### config.mk
export PLATFORM = sky130hd
export DESIGN_NAME = mc_bus_master_flat
export DESIGN_NICKNAME = d
export VERILOG_FILES = /design/src/rtl/mc_bus_master_if.sv /design/src/rtl/mc_bus_master.sv /design/src/flat_wrapper.sv
export SDC_FILE = /design/constraint.sdc
export NUM_CORES = 1
export LEC_CHECK = 0
export CAP_MARGIN = 15
export CORE_ASPECT_RATIO = 1.25
export CORE_MARGIN = 4
export CORE_UTILIZATION = 46
export CTS_BUF_LIST = sky130_fd_sc_hd__clkbuf_8
export DETAILED_ROUTE_END_ITERATION = 8
export PLACE_DENSITY = 0.79
export SYNTH_ARGS = -nofsm -noshare
export SYNTH_HDL_FRONTEND = slang
export SYNTH_SLANG_ARGS = --single-unit
export TNS_END_PERCENT = 1
### constraint.sdc
create_clock -name clk -period 2.77 [get_ports clk]
set_clock_uncertainty 0.05 [all_clocks]
set_input_delay 0.277 -clock clk [delete_from_list [all_inputs] [get_ports clk]]
set_output_delay 0.277 -clock clk [all_outputs]
set_load 0.005 [all_outputs]
### src/rtl/mc_bus_master_if.sv
// mc_bus_master_if: request/response handshake plus MCU parallel register bus signals
interface mc_bus_master_if #(
   parameter int MC_DATA_WIDTH = 16,
   parameter int MC_ADD_WIDTH  = 6
);
   logic                     req_valid;
   logic                     req_ready;
   logic                     req_write;
   logic [MC_ADD_WIDTH-1:0]  req_addr;
   logic [MC_DATA_WIDTH-1:0] req_wdata;
   logic                     rsp_valid;
   logic [MC_DATA_WIDTH-1:0] rsp_rdata;
   logic                     busy;
   logic                     mc_ce;
   logic                     mc_oe;
   logic                     mc_we;
   logic [MC_ADD_WIDTH-1:0]  mc_add;
   logic [MC_DATA_WIDTH-1:0] mc_data_o;
   logic                     mc_data_oe;
   logic [MC_DATA_WIDTH-1:0] mc_data_i;
   modport master (
      input  req_valid, req_write, req_addr, req_wdata, mc_data_i,
      output req_ready, rsp_valid, rsp_rdata, busy,
             mc_ce, mc_oe, mc_we, mc_add, mc_data_o, mc_data_oe
   );
   modport slave (
      output req_valid, req_write, req_addr, req_wdata, mc_data_i,
      input  req_ready, rsp_valid, rsp_rdata, busy,
             mc_ce, mc_oe, mc_we, mc_add, mc_data_o, mc_data_oe
   );
endinterface

### src/rtl/mc_bus_master.sv
// mc_bus_master: single-word initiator for the MCU register bus with setup/strobe/hold phases
module mc_bus_master #(
   parameter int MC_DATA_WIDTH = 16,
   parameter int MC_ADD_WIDTH  = 6,
   parameter int SETUP_CYC     = 2,
   parameter int STROBE_CYC    = 4,
   parameter int HOLD_CYC      = 1
) (
   input  logic           clk,
   input  logic           rst,
   mc_bus_master_if.master bus
);
   typedef enum logic [1:0] {IDLE, SETUP, STROBE, HOLD} state_t;
   localparam logic [7:0] SETUP_RL  = 8'(SETUP_CYC - 1);
   localparam logic [7:0] STROBE_RL = 8'(STROBE_CYC - 1);
   localparam logic [7:0] HOLD_RL   = 8'(HOLD_CYC - 1);
   state_t                   r_state;
   logic [7:0]               r_cnt;
   logic                     r_write;
   logic                     r_ready;
   logic                     r_busy;
   logic                     r_rsp_valid;
   logic [MC_DATA_WIDTH-1:0] r_rdata;
   logic                     r_ce;
   logic                     r_oe;
   logic                     r_we;
   logic [MC_ADD_WIDTH-1:0]  r_add;
   logic [MC_DATA_WIDTH-1:0] r_data_o;
   logic                     r_data_oe;
   logic                     w_last;
   assign w_last = r_cnt == 8'd0;
   // Phase sequencer; every bus output is a register updated on the phase transition edge
   always_ff @(posedge clk or negedge rst)
      if (!rst) begin
         r_state     <= IDLE;
         r_cnt       <= 8'd0;
         r_write     <= 1'b0;
         r_ready     <= 1'b0;
         r_busy      <= 1'b0;
         r_rsp_valid <= 1'b0;
         r_rdata     <= '0;
         r_ce        <= 1'b1;
         r_oe        <= 1'b1;
         r_we        <= 1'b1;
         r_add       <= '0;
         r_data_o    <= '0;
         r_data_oe   <= 1'b0;
      end else begin
         r_rsp_valid <= 1'b0;
         if (!w_last) r_cnt <= r_cnt - 8'd1;
         case (r_state)
            IDLE: begin
               r_ready <= 1'b1;
               if (bus.req_valid && r_ready) begin
                  r_state <= SETUP;
                  r_cnt   <= SETUP_RL;
                  r_write <= bus.req_write;
                  r_add   <= bus.req_addr;
                  r_ce    <= 1'b0;
                  r_busy  <= 1'b1;
                  r_ready <= 1'b0;
                  if (bus.req_write) begin
                     r_data_o  <= bus.req_wdata;
                     r_data_oe <= 1'b1;
                  end
               end
            end
            SETUP: if (w_last) begin
               r_state <= STROBE;
               r_cnt   <= STROBE_RL;
               r_we    <= !r_write;
               r_oe    <= r_write;
            end
            STROBE: if (w_last) begin
               r_state <= HOLD;
               r_cnt   <= HOLD_RL;
               r_we    <= 1'b1;
               r_oe    <= 1'b1;
               if (!r_write) r_rdata <= bus.mc_data_i;
            end
            default: if (w_last) begin
               r_state     <= IDLE;
               r_ce        <= 1'b1;
               r_data_oe   <= 1'b0;
               r_busy      <= 1'b0;
               r_ready     <= 1'b1;
               r_rsp_valid <= 1'b1;
            end
         endcase
      end
   assign bus.req_ready  = r_ready;
   assign bus.rsp_valid  = r_rsp_valid;
   assign bus.rsp_rdata  = r_rdata;
   assign bus.busy       = r_busy;
   assign bus.mc_ce      = r_ce;
   assign bus.mc_oe      = r_oe;
   assign bus.mc_we      = r_we;
   assign bus.mc_add     = r_add;
   assign bus.mc_data_o  = r_data_o;
   assign bus.mc_data_oe = r_data_oe;
endmodule

### src/flat_wrapper.sv
// flat-port wrapper written by rule: the top's interface ports become plain ports
module mc_bus_master_flat 
#(
   parameter int MC_DATA_WIDTH = 16,
   parameter int MC_ADD_WIDTH  = 6,
   parameter int SETUP_CYC     = 2,
   parameter int STROBE_CYC    = 4,
   parameter int HOLD_CYC      = 1
)
  (clk, rst, bus_req_valid, bus_req_write, bus_req_addr, bus_req_wdata, bus_mc_data_i, bus_req_ready, bus_rsp_valid, bus_rsp_rdata, bus_busy, bus_mc_ce, bus_mc_oe, bus_mc_we, bus_mc_add, bus_mc_data_o, bus_mc_data_oe);
  mc_bus_master_if #(.MC_DATA_WIDTH(MC_DATA_WIDTH), .MC_ADD_WIDTH(MC_ADD_WIDTH)) bus_i ();
  input  logic clk;
  input  logic rst;
  input wire logic [$bits(bus_i.req_valid)-1:0] bus_req_valid;
  input wire logic [$bits(bus_i.req_write)-1:0] bus_req_write;
  input wire logic [$bits(bus_i.req_addr)-1:0] bus_req_addr;
  input wire logic [$bits(bus_i.req_wdata)-1:0] bus_req_wdata;
  input wire logic [$bits(bus_i.mc_data_i)-1:0] bus_mc_data_i;
  output wire logic [$bits(bus_i.req_ready)-1:0] bus_req_ready;
  output wire logic [$bits(bus_i.rsp_valid)-1:0] bus_rsp_valid;
  output wire logic [$bits(bus_i.rsp_rdata)-1:0] bus_rsp_rdata;
  output wire logic [$bits(bus_i.busy)-1:0] bus_busy;
  output wire logic [$bits(bus_i.mc_ce)-1:0] bus_mc_ce;
  output wire logic [$bits(bus_i.mc_oe)-1:0] bus_mc_oe;
  output wire logic [$bits(bus_i.mc_we)-1:0] bus_mc_we;
  output wire logic [$bits(bus_i.mc_add)-1:0] bus_mc_add;
  output wire logic [$bits(bus_i.mc_data_o)-1:0] bus_mc_data_o;
  output wire logic [$bits(bus_i.mc_data_oe)-1:0] bus_mc_data_oe;
  assign bus_i.req_valid = bus_req_valid;
  assign bus_i.req_write = bus_req_write;
  assign bus_i.req_addr = bus_req_addr;
  assign bus_i.req_wdata = bus_req_wdata;
  assign bus_i.mc_data_i = bus_mc_data_i;
  assign bus_req_ready = bus_i.req_ready;
  assign bus_rsp_valid = bus_i.rsp_valid;
  assign bus_rsp_rdata = bus_i.rsp_rdata;
  assign bus_busy = bus_i.busy;
  assign bus_mc_ce = bus_i.mc_ce;
  assign bus_mc_oe = bus_i.mc_oe;
  assign bus_mc_we = bus_i.mc_we;
  assign bus_mc_add = bus_i.mc_add;
  assign bus_mc_data_o = bus_i.mc_data_o;
  assign bus_mc_data_oe = bus_i.mc_data_oe;
  mc_bus_master #(.MC_DATA_WIDTH(MC_DATA_WIDTH), .MC_ADD_WIDTH(MC_ADD_WIDTH), .SETUP_CYC(SETUP_CYC), .STROBE_CYC(STROBE_CYC), .HOLD_CYC(HOLD_CYC)) u_core (.clk(clk), .rst(rst), .bus(bus_i));
endmodule
==> notes.org <==
* Flow results

** Status
- The flow ran to the end, and the final reports show no timing, DRC or antenna violations.

** Final timing
- Final min period :: 2.243 ns
- Sum Neg Setup Slack :: 0 ns
- In the finished design, the share of the clock period the worst path needs comes to 0.8098.
- Hold timing on the final database bottoms out at a slack of 0.05784 ns.

** Worst setup path
- Start-to-end type of the worst setup path :: flip-flop to flip-flop
- Per STA, the startpoint of the critical path is u_core.r_cnt[0]$_DFF_PN0_.
- Critical path data required time :: 2.91 ns
- Looking at the reg2reg group, the worst path starts from u_core.r_cnt[0]$_DFF_PN0_.

** Placement
- HPWL reported at the end of detailed placement :: 3910 µm

** Synth
- Yosys reported a register bit count of approximately 56.
- Of the total synthesized cell area, the portion taken by full adders, half adders and majority gates is 0.04555.
- Multiplexer share of the synthesized area :: 0.1817
- Most frequent cells after synthesis :: 53 x sky130_fd_sc_hd__dfrtp_1, 39 x sky130_fd_sc_hd__mux2_2, 9 x sky130_fd_sc_hd__ha_1, 9 x sky130_fd_sc_hd__inv_1, 9 x sky130_fd_sc_hd__nor2_1
- The synthesis report lists the most area-consuming cells as sky130_fd_sc_hd__dfrtp_1 54%, sky130_fd_sc_hd__mux2_2 18%, sky130_fd_sc_hd__ha_1 4.6%.
- Per Yosys stat, the portion of area used by sequential elements is 0.5683.
- YS chip area :: between 2000 and 2500 µm²
- Top-area cell share :: 0.5364

** Global routing
- Met3 track demand over resource :: 0.04353
- Overall routing resource usage recorded by global route was 0.1633.
- After global routing the overflow that remains totals 0.
- The first global-routing pass estimated ~8600 µm of wire.

** CTS
- Buffers inserted during clock tree synthesis total 5.
- In this run, post-CTS repair resized a total of 0 instances.

** Final layout
- The library cells used most frequently in the layout, excluding fill and tap cells, are 85 x sky130_fd_sc_hd__clkdlybuf4s50_1, 53 x sky130_fd_sc_hd__dfrtp_1, 39 x sky130_fd_sc_hd__mux2_2.
- Layout cell share with drive strength beyond 1 :: 0.2174
- The filler cells instantiated in the layout total 387.

** Run
- Max-cap violations in this run came to 0.

** Routing
- In the per-layer breakdown of the detailed-route log, met1 shows approximately 2000 µm.
- Number of DRC markers after the initial detailed-route iteration :: ~80
[final cells by class]
cell class,instances,area [µm²],area share
well taps,62,77.57,0.02218
clock buffers,5,68.82,0.01968
multi-input cells,113,999.7,0.2859
inverters,9,33.78,0.009660
clock inverters,3,26.28,0.007513
repair buffers,90,885.9,0.2533
flip-flops and latches,56,1405,0.4018
[stage by stage]
| step | std cells | power (mW) |
|---|---|---|
| finish | 338 | 3.616 |
| floorplan | 184 | 2.286 |
| detailed placement | 330 | 3.189 |
| CTS | 338 | 3.661 |
| global route | 338 | 3.882 |
| global placement | 330 | 3.146 |
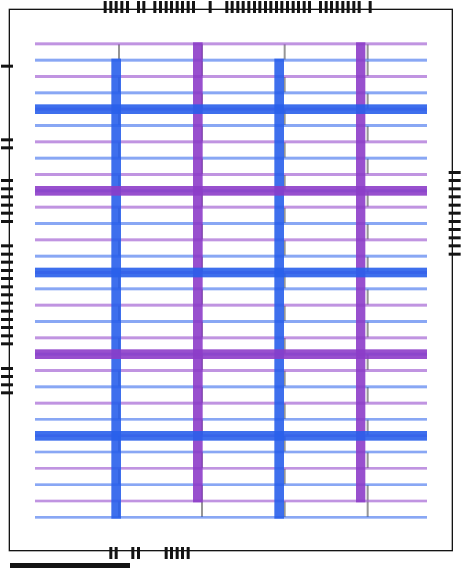
power_grid.png
The bar under the picture is 20 µm long. Pins as bars on the die edge. Tap cells in gray.
Key: VSS = blue; VDD = purple
87 signal pins sit on the boundary. 30 met1 rails follow the rows. 4 straps on met4. The core has 29 rows.
area of the core: 5152 µm²
maximum vdd drop: 0.4725 mV
die width: 73.57 µm
die height: 89.97 µm

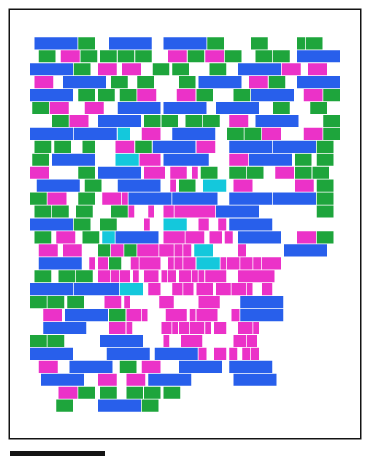
placement_by_type.png
The bar under the picture is 20 µm long.
Key: flops = blue [cells 56, share of their area 41%]; other buffers and delay cells = green [cells 90, share of their area 26%]; combinational and other logic = magenta [cells 122, share of their area 30%]; clock drivers and dummy loads = cyan [cells 8, share of their area 2.8%]
flop share of the area: 0.4018
cell row count: 29
Final Util: 0.6787

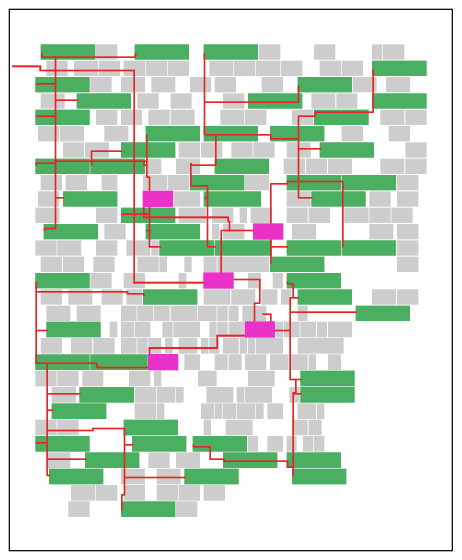
clk_routes.png
Key: clock wires = red [length 621 µm]; clock drivers = magenta [count 5]; flip-flops = green [count 56]
There are 6 routed clock nets.
power of the clock network: 0.460 mW
Clk Latency, worst-skew pair: 0.31 ns

No activity file was given, so power comes from the tool's default toggle rates.
